<file path="src/rtl/arb_pkg.sv">
`default_nettype none
// ============================================================================
// Module      : arb_pkg
// Description : Shared types and sizes for the four-requester round-robin
//               arbiter (rr_arbiter_4) and its grant index decoder.
//               Contents:
//                 N_REQ       - number of requesters
//                 IDX_W       - width of a requester index
//                 arb_state_t - arbiter state (idle / granted)
//                 arb_idx_t   - requester index type
//                 arb_pick_t  - result of a priority search (found + index)
// Revision    : 1.0 - initial release
// ============================================================================
package arb_pkg;

    localparam int N_REQ = 4;
    localparam int IDX_W = 2;

    typedef enum logic {
        ARB_IDLE  = 1'b0,
        ARB_GRANT = 1'b1
    } arb_state_t;

    typedef logic [IDX_W-1:0] arb_idx_t;

    typedef struct packed {
        logic     found;
        arb_idx_t idx;
    } arb_pick_t;

endpackage : arb_pkg
`default_nettype wire

</file>
<file path="src/rtl/arb_idx_decoder.sv">
`default_nettype none
// ============================================================================
// Module      : arb_idx_decoder
// Description : 2-to-4 index decoder with enable. Turns the registered grant
//               index / valid pair into the one-hot grant vector.
// Ports       : idx    in  [IDX_W-1:0] binary requester index
//               en     in  1           decode enable (grant valid)
//               onehot out [N_REQ-1:0] one-hot of idx, all zeros when en=0
// Revision    : 1.0 - initial release
// ============================================================================
module arb_idx_decoder
    import arb_pkg::*;
(
    input  logic [IDX_W-1:0] idx,
    input  logic             en,
    output logic [N_REQ-1:0] onehot
);

    for (genvar g = 0; g < N_REQ; g++) begin : g_onehot
        assign onehot[g] = en && (idx == arb_idx_t'(g));
    end

endmodule : arb_idx_decoder
`default_nettype wire

</file>
<file path="src/rtl/rr_arbiter_4.sv">
`default_nettype none
// ============================================================================
// Module      : rr_arbiter_4
// Description : Four-requester round-robin arbiter with request/hold/release
//               ownership. The owner keeps the grant while its request is
//               high; on release the next requester after the previous owner
//               (rotating pointer) takes over on the following edge with no
//               idle cycle in between.
//               Optional macro ARB_TIMEOUT_EN: an owner that has held the
//               grant for MAX_HOLD cycles while another requester waits is
//               forcibly preempted, flagged by a one-cycle timeout_pulse.
// Parameters  : MAX_HOLD      - grant cycles before forced preemption (>= 2),
//                               only meaningful with ARB_TIMEOUT_EN
// Ports       : clk           in  1  clock, rising edge
//               rst_n         in  1  asynchronous active-low reset
//               req           in  4  request vector
//               grant         out 4  one-hot grant, zero when no owner
//               grant_idx     out 2  owner index, holds last owner when idle
//               grant_valid   out 1  high when grant is nonzero
//               timeout_pulse out 1  one-cycle forced-preemption flag
// Revision    : 1.0 - initial release
// ============================================================================
module rr_arbiter_4
    import arb_pkg::*;
#(
    parameter int MAX_HOLD = 16
) (
    input  logic             clk,
    input  logic             rst_n,
    input  logic [N_REQ-1:0] req,
    output logic [N_REQ-1:0] grant,
    output logic [IDX_W-1:0] grant_idx,
    output logic             grant_valid,
    output logic             timeout_pulse
);

    if (MAX_HOLD < 2) begin : g_max_hold_check
        $error("rr_arbiter_4: MAX_HOLD must be at least 2");
    end

    // Rotating-priority search: candidates are visited starting one past
    // the previous winner, so the previous winner itself is examined last.
    function automatic arb_pick_t f_rr_pick(input logic [N_REQ-1:0] cand,
                                            input arb_idx_t         last);
        arb_pick_t pick;
        arb_idx_t  slot;
        pick = '0;
        for (int k = 1; k <= N_REQ; k++) begin
            slot = last + arb_idx_t'(k);
            if (!pick.found && cand[slot]) begin
                pick.found = 1'b1;
                pick.idx   = slot;
            end
        end
        return pick;
    endfunction

    arb_state_t       r_state;
    arb_idx_t         r_grant_idx;
    arb_idx_t         r_last_idx;

    logic             w_owner_req;
    logic [N_REQ-1:0] w_cand;
    arb_pick_t        w_pick;
    logic             w_force;
    logic             w_rearb;

    // grant is a pure decode of registered state, so it drops the instant
    // reset asserts and can never be anything other than one-hot or zero.
    arb_idx_decoder u_idx_decoder (
        .idx    (r_grant_idx),
        .en     (r_state == ARB_GRANT),
        .onehot (grant)
    );

    assign grant_idx   = r_grant_idx;
    assign grant_valid = (r_state == ARB_GRANT);

    assign w_owner_req = req[r_grant_idx];
    // The current owner never competes in its own handover; when idle grant
    // is zero so the full request vector is searched.
    assign w_cand      = req & ~grant;
    assign w_pick      = f_rr_pick(w_cand, r_last_idx);
    assign w_rearb     = (r_state == ARB_IDLE) || !w_owner_req || w_force;

    always_ff @(posedge clk or negedge rst_n) begin
        if (!rst_n) begin
            r_state     <= ARB_IDLE;
            r_grant_idx <= '0;
            r_last_idx  <= arb_idx_t'(N_REQ - 1);
        end else if (w_rearb) begin
            if (w_pick.found) begin
                r_state     <= ARB_GRANT;
                r_grant_idx <= w_pick.idx;
                r_last_idx  <= w_pick.idx;
            end else begin
                r_state     <= ARB_IDLE;
            end
        end
    end

`ifdef ARB_TIMEOUT_EN
    localparam int c_hold_w = $clog2(MAX_HOLD + 1);
    localparam logic [c_hold_w-1:0] c_hold_last = c_hold_w'(MAX_HOLD - 1);

    logic [c_hold_w-1:0] r_hold_cnt;
    logic                r_timeout_pulse;

    // Preempt only a still-requesting owner with a competitor waiting; a
    // voluntary release in the same cycle is an ordinary handover.
    assign w_force = (r_state == ARB_GRANT) && w_owner_req &&
                     (r_hold_cnt == c_hold_last) && (|w_cand);

    assign timeout_pulse = r_timeout_pulse;

    // The counter saturates at the threshold, so a competitor that shows
    // up after a long solo hold preempts the owner on the very next edge.
    always_ff @(posedge clk or negedge rst_n) begin
        if (!rst_n) begin
            r_hold_cnt      <= '0;
            r_timeout_pulse <= 1'b0;
        end else begin
            r_timeout_pulse <= w_force;
            if (w_rearb) begin
                r_hold_cnt <= '0;
            end else if (r_hold_cnt != c_hold_last) begin
                r_hold_cnt <= r_hold_cnt + c_hold_w'(1);
            end
        end
    end
`else
    assign w_force       = 1'b0;
    assign timeout_pulse = 1'b0;
`endif

endmodule : rr_arbiter_4
`default_nettype wire
</file>
<file path="config.mk">
export PLATFORM = sky130hd
export DESIGN_NAME = rr_arbiter_4
export DESIGN_NICKNAME = d
export VERILOG_FILES = /design/src/rtl/arb_pkg.sv /design/src/rtl/arb_idx_decoder.sv /design/src/rtl/rr_arbiter_4.sv
export SDC_FILE = /design/constraint.sdc
export NUM_CORES = 1
export LEC_CHECK = 0
export CAP_MARGIN = 0
export CORE_AREA = 4 4 41 43
export CTS_CLUSTER_SIZE = 8
export DETAILED_ROUTE_END_ITERATION = 6
export DIE_AREA = 0 0 45 47
export SLEW_MARGIN = 20
export SYNTH_ARGS = -nofsm -noshare
export SYNTH_HDL_FRONTEND = slang
export SYNTH_SLANG_ARGS = --single-unit
</file>
<file path="constraint.sdc">
create_clock -name clk -period 4.5 [get_ports clk]
set_clock_uncertainty 0.05 [all_clocks]
set_input_delay 0.9 -clock clk [delete_from_list [all_inputs] [get_ports clk]]
set_output_delay 0.9 -clock clk [all_outputs]
set_load 0.01 [all_outputs]
</file>
m1.png
Scale: 12 px per um. Supply wires on this layer in grey.
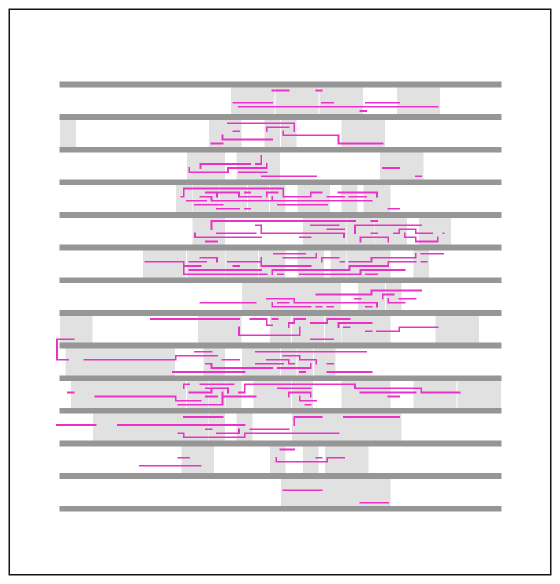
- longest straight run: 16.6 um
- nets with wire on the layer: 63
- share of all routed wire: 45%
- main direction: horizontal

pinout.png
Scale: 8 px per um. Pins as bars across the die edge, other pins in grey.
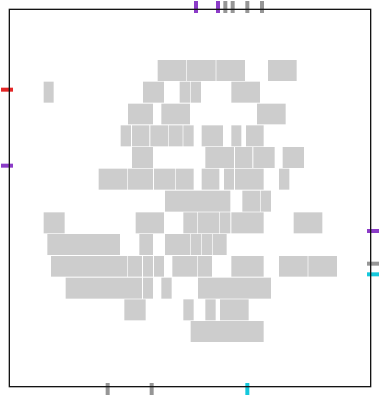
- grant: purple (pins 4; direction output; edge 2 north, 1 west, 1 east)
- grant_idx: cyan (pins 2; direction output; edge 1 east, 1 south)
- timeout_pulse: red (pins 1; direction output; edge west)
- all pins by edge: 6 north, 3 south, 3 east, 2 west
x dimension of the die: 45 um
y dimension of the die: 47 um

layers.png
Scale: 10 px per um. Two of the layers only.
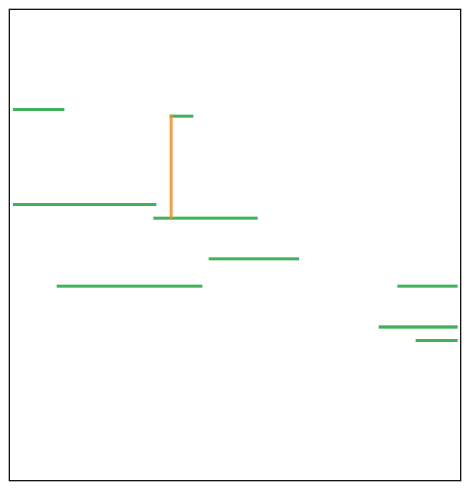
- M3: green (wire length 71.3 um)
- M4: orange (wire length 10.2 um)
total wire length after detailed routing: 1090 um
via count: 429
routed length per placed instance: 13.3 um
global router's overall resource usage: 0.111

m3.png
Scale: 8 px per um.
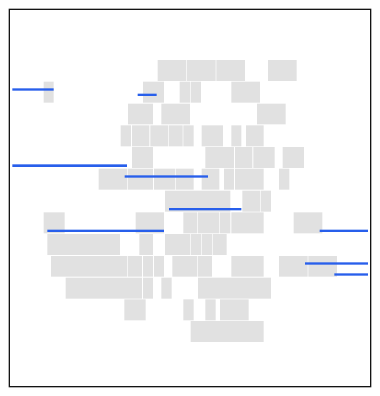
- nets with wire on the layer: 8
- share of all routed wire: 6.5%

congestion_map.png
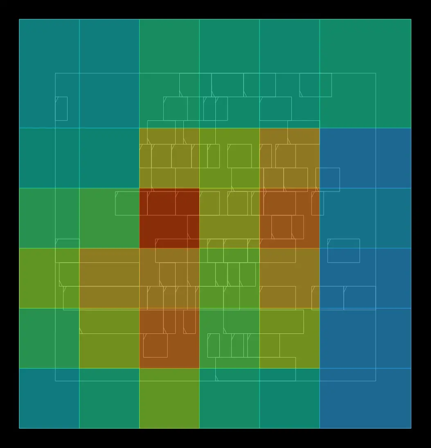
most used routing layer: met2
met2 usage in global routing: 0.167

==> results.txt <==
The synthesis and place-and-route flow finished, so here is a summary.

Among all cell types in the netlist, the one instantiated most often is nand2_1. The startpoint of the worst hold path is r_last_idx[1]. The clock passes through at most 2 buffers.

The post-synthesis cell area came out at about 450 um2. The cell-mix breakdown from Yosys lists the simple-gate area share as 0.325. The path with the worst hold slack has its endpoint at r_last_idx[1]. The worst hold margin came out at about 460 ps. The cell depth of the worst hold path came out at 2.

The remaining number of nets flagged by the antenna check after routing is 0. Of the total synthesized cell area, the portion taken by AND-OR and OR-AND cells is 0.201. The number of warnings printed during yosys synthesis came out at 0. Per the synth stats, the flop cell with the highest instance count is dfrtp_1.

By area, the class that comes first in the final layout consists of logic gates. The critical path runs through a total of 2 cells. Buffers inserted to repair hold after CTS numbered 0.

The total combinational power came out at 236 uW. The switching power of the nets came out at between 150 and 200 uW. The proportion of power drawn by flip-flops and latches is 0.299.

The number of well taps came out at 15. The worst setup path is launched from a flop. The depth of the worst register-to-register path came out at 5. The critical path ends at grant[0]. The sequential cell area came out at about 130 um2. The final instance area came out at slightly below 600 um2. The register-to-register setup slack came out at ~2800 ps. Traced cell by cell, the critical path runs through nor3b_1 > clkdlybuf4s50_1. The number of synthesized register bits came out at 5. The power drawn by the clock network is roughly 52 uW. The script computed a power per unit cell area of approximately 700 nW/um2.

Adding up every negative setup slack in the final design gives 0 ps. The minimum clock period came out at approximately 2700 ps. The number of placement rows is 13. In the setup report, the worst path falls into the class reg -> out. The initial antenna violation count is 0.

The number of maximum-capacitance violations came out at 0. Ranked by power, first place goes to combinational logic. The met1 usage came out at 0.136. After detailed routing, the met3 layer carries roughly 70 um of wire. For reference, the final report shows the max-slew violation count at 0. The tree is rooted in a clkbuf_4. The number of global-route vias before repair came out at around 370.

The I/O pin total came out at 14. The maximum number of pins on one net before global-route repair is 13. The number of enable flip-flop cells is 0. The data required time at the worst endpoint is between 3000 and 4000 ps. The clock network area share is 0.0449.

The leakage dissipation came out at roughly 0.00023 uW. The flop count came out at 5. The portion of total power attributed to combinational logic is 0.575. The iteration count of the initial detailed-routing pass is 4. The final count of negative-setup-slack endpoints is 0. Per report_power, the Sequential row totals 123 uW. In the per-layer summary, the met1 wirelength comes to 491 um. The final worst setup slack came out at ~1800 ps. Looking at the reg2reg group, the worst path ends at grant_idx[0]. The number of nets in the layout came out at 74. The number of filler cells placed in the layout is around 130. The critical path buffer and inverter count is 1. The total die size is 2120 um2. The global-route track usage on met3 came out at 0.0536. Including well taps, the total number of placed cells is just under 80. Of the available clock period, the critical path in the final layout requires 0.600. Yosys reports that the most numerous cell types are nand2_1 (10), nor2_1 (4), a31oi_1 (3), buf_4 (3), dfrtp_1 (3). The arrival time of the worst setup path is around 1800 ps. Yosys mapped the design onto 29 distinct sky130hd cell types. Of the total standard cell area in the layout, the sequential portion is 0.218.

The cell family contributing the most delay on the critical path is buffers and inverters. Setup repair after global routing left no endpoint under its margin. The highest achievable clock rate came out at 370 MHz. The path type of the worst min-delay path is reg -> reg. The area overhead of the layout relative to synthesis came out at 28.9%.

The longest incremental delay of any stage on the critical path is reported as between 600 and 700 ps. The average via count per standard cell is roughly 5.2. The total clock buffers created by CTS came out at 3. The number of nets handed over by synthesis was roughly 60. The sum of internal, switching and leakage power came out at 411 uW.

The post-CTS setup buffer count came out at 0. In this run the critical register-to-register path is launched from grant_idx[1]. The layout contains a multi-input combinational cell count of roughly 44.

The first global-routing pass estimated 1660 um of wire. The H-tree depth is 1. The proportion of total power due to net switching came out at 0.427.

The multi-input gate share of total cell area came out at 0.487. In this run, the synthesized area fraction spent on xor and xnor cells is recorded as 0. The cell type with the largest total area after synthesis is dfrtp_1. Among the non-sequential cells, simple AND/OR/NAND/NOR gates take the most area. Of the synthesized area, sequential elements account for 0.281.

The half-perimeter wire length of the detailed placement result came out at around 840 um. The number of cells in the finished layout apart from fillers is between 80 and 90. The final tally of hold violations is 0. The registers of the reported paths see a clock transition of around 40 ps. Detailed placement reports a standard cell area of roughly 560 um2.

The post-cts sizing count came out at 0. The number of warnings reported in the stage logs is 26. The main area contributors are dfrtp_1 (17%), dfstp_2 (12%), nand2_1 (8.3%).

Routed signal wires occupy layers up through met4. The number of signal-net inverters in the final layout came out at 2. The power report attributes to the clock group a share of 0.126.

As reported, the later end of the worst-skew pair has a clock insertion delay of between 200 and 250 ps. The first-iteration detailed-routing DRC count is 30. The initial core utilization is 0.349. The post-route DRC violation count came out at 0. The cell-mix breakdown from Yosys lists the adder-cell area share as 0. The post-layout utilization of the core is 0.450. The flow ran to the end, and the final reports show no timing, DRC or antenna violations. Ranking logic cells in the layout by count gives the top entries clkdlybuf4s50_1 (12), nand2_1 (10), nor2_1 (4). The average cell area after synthesis is 8.26 um2. The portion of netlist area occupied by mux cells came out at 0.0937. The dominant logic cell type in the layout is clkdlybuf4s50_1.

The final antenna diode count came out at 0. The share of cells above drive strength 1 came out at 0.164. In the detailed route, the total length drawn on met2 is approximately 520 um. The peak supply drop came out at about 0.00040 V. The area fraction of the largest cell type after synthesis is 0.165. The CTS tree is done.

Per the layout report, the design carries 12 non-clock buffers. Counting the clock-network buffers in the layout gives 4. The timing report shows that the slowest cell on the worst path is clkdlybuf4s50_1. During placement, the flow inserted port buffers numbering 12. The critical path maximum fanout is 12. The synthesized netlist has a Yosys-reported chip area of around 450 um2. The total core area is roughly 1300 um2. Logged for this run, the post-placement worst setup slack is about 2000 ps. The worst setup path is captured at a primary output.

Recorded from the global router log, the overflow total was 0. OpenSTA lists the critical path startpoint as grant_idx[0]. The cell count after synthesis is about 55.

The final RePlAce weighted congestion came out at 0.771. The logic area is around 290 um2. The proportion of register bits with asynchronous set or reset after synthesis came out at 1.00. The clock drives 5 sinks. The non-clock buffer share of cell area came out at 0.205. The number of cells in the yosys synthesis report is between 50 and 60. The internal portion of the total power is about 240 uW.
No activity file was given, so power comes from the tool's default toggle rates.
